==> config.mk <==
export PLATFORM = sky130hd
export DESIGN_NAME = cc1200_spi_arb
export DESIGN_NICKNAME = d
export VERILOG_FILES = /design/src/rtl/cc1200_spi_arb.sv
export SDC_FILE = /design/constraint.sdc
export NUM_CORES = 1
export LEC_CHECK = 0
export CAP_MARGIN = 30
export CELL_PAD_IN_SITES_DETAIL_PLACEMENT = 1
export CELL_PAD_IN_SITES_GLOBAL_PLACEMENT = 1
export CORE_UTILIZATION = 23
export DETAILED_ROUTE_END_ITERATION = 12
export PLACE_DENSITY_LB_ADDON = 0.1
export SLEW_MARGIN = 5
export SYNTH_ARGS = -nofsm -noshare
export SYNTH_HDL_FRONTEND = slang
export SYNTH_SLANG_ARGS = --single-unit
==> constraint.sdc <==
create_clock -name clk -period 3.7 [get_ports clk]
set_input_delay 0.555 -clock clk [delete_from_list [all_inputs] [get_ports clk]]
set_output_delay 0.555 -clock clk [all_outputs]
set_load 0.005 [all_outputs]
**Cell area per tile**

Drawn at 6 px/um. The die is cut into 12 by 12 equal tiles; white is low, dark blue is high, 0 to 100% covered.
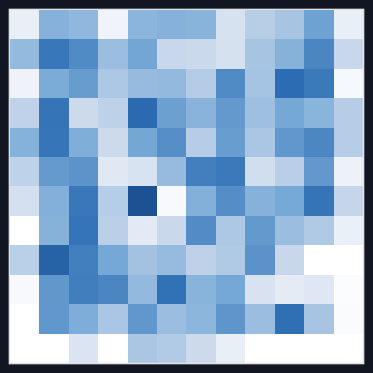
nearly empty tiles = 8.3%
emptiest ninth of the die = bottom right
fullest tile = 86%
tiles over 75% full = 2.8%
post-layout util: 0.450
area of the placeable core: 3050 sq um
floorplan-stage core utilization: 0.243

**The clock network**

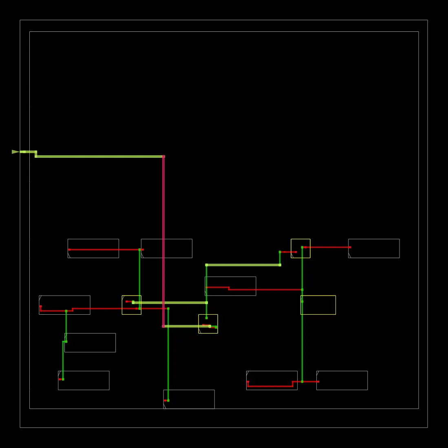
clk_skew: 1.61 ps
clock insertion delay at the later pin of the skew report: 270 ps
clock tree buffer count of the final layout: 4
number of sinks handled by clock tree synthesis: 10

**The metal 1 layer**

Drawn at 4 px/um. Supply wires on this layer in grey.
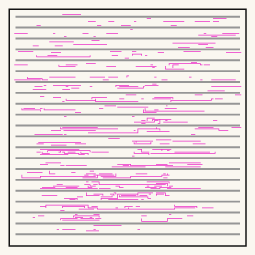
wire length on this layer = 1,010 um
share of all routed wire = 40%
nets with wire on the layer = 159
longest straight run = 19.3 um
GR Util met1: 0.188
detailed-route wire length: 2.53 mm
number of vias after detailed routing: 900

**M3 wires**

Drawn at 8 px/um.
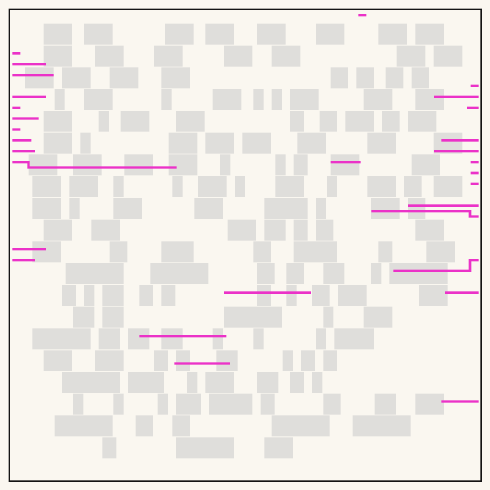
share of all routed wire = 5.6%
nets with wire on the layer = 27
met3 routing resource usage after global routing: 0.0462

==> out/results.ini <==
[pwr]
p_leak_nw=0.490
internal_dissipation_uw=312
pg_seq_uw=140
peakVddDrop_mv=0.250
pwr-share-seq=0.301
powerClk_uw=102
power.combinational.total_uw=223

[yosys]
syn-mean-instance-area_sq_um=7.57
adder_share=0.0169
ff_type=dfxtp_1
post_synth_most_frequent_cells=21 x nor2_1, 10 x dfxtp_1, 9 x mux2i_1
ys_sh_aoi=0.182
synth.mux.area_fraction=0.157
yosys.area_share.simple=0.320
synth.yosys.warnings=0
floorplan.nets=131

[finish]
clock_area_frac=0.0264
non_clock_inverter_count=3
final_layout_size_suffix_gt1_frac=0.0588
flop_count=10
largestClassByArea=buffers
syn_to_final_growth_pct=85.0
flip_flop_count_of_the_largest_register_after_layout=3
area.share.sequential=0.146
layout.non_clock_buffers=57
logic_area_sq_um=502
finalNetCount=187
buffer_area_frac=0.414

[route]
final_ant_viol_nets=0
detailedRoute.firstPassIterationCount=3
drc_violations_left=0
drt_iter0_markers=10
top_metal_used=met4
detail_route.vias_per_cell=4.57
detailroute.wirelength.met3_um=142

[floorplan]
placement_rows=20
die_x_um=58.8
tap-cell-count=44
io_pins=57
design.die.area_sq_um=3460

[worst_setup_path]
critPathMaxStageDelay_ps=540
critical-path-slowest-cell=clkdlybuf4s50_1
worst_ep_required_time_ps=3140
critical_path.top_delay_family=buffers and inverters
reg2regPathDepth=5
reg2reg_slack_ps=1980
cp-start-kind=input pin
criticalPathCategory=in2out
crit_cells=6
cp_common_cell=clkdlybuf4s50_1

[grt]
grt_start_max_net_pins=14
via_count_of_the_first_global_routing_pass=920
gr-total-overflow=0
antenna_found_initial=0

[min_path]
worst_hold_path.num_cells=2

[timing]
postLayoutSetupSlackWorst_ps=769
setup_violations=0
max-slew-margin-rel=0.622
final.period_utilization=0.792

[cts]
cts.path.max_buffers=2
cts.clk_slew.worst_paths_ps=70
cts_post_setup_buffers_inserted=0
cts_tree=yes
post_cts_resized=0
cts-buffers-inserted=3

[placed_design]
finalWeightedCongestion=0.696
dp_slack_ps=771
portBuffers=56

[outcome]
result_of_the_run=complete, no violations

==> cells in the final DEF, fill, tap and decap left out, types with 2 or more instances in the layout <==
cell type	n
nor2b_1	2
nand3_1	3
a21oi_1	7
and2_1	8
clkdlybuf4s50_1	56
a31oi_1	2
nor2_1	21
dfxtp_1	10
nand2_1	3
nor3_1	3
nand2b_1	4
mux2i_1	9
clkbuf_4	3
a21o_1	2
inv_1	3
a311oi_2	2
o21ai_0	2
==> through the flow <==
stage / hold WS, ps / power [mW] / std cells / cell area, sq um
after floorplan: 431 / 0.252 / 98 / 742
after global placement: 437 / 0.364 / 193 / 1340
after detailed placement: 450 / 0.368 / 193 / 1340
after CTS: 459 / 0.475 / 197 / 1370
after global routing: 493 / 0.504 / 197 / 1370
final: 459 / 0.466 / 197 / 1370
Power and IR drop assume default switching activity.
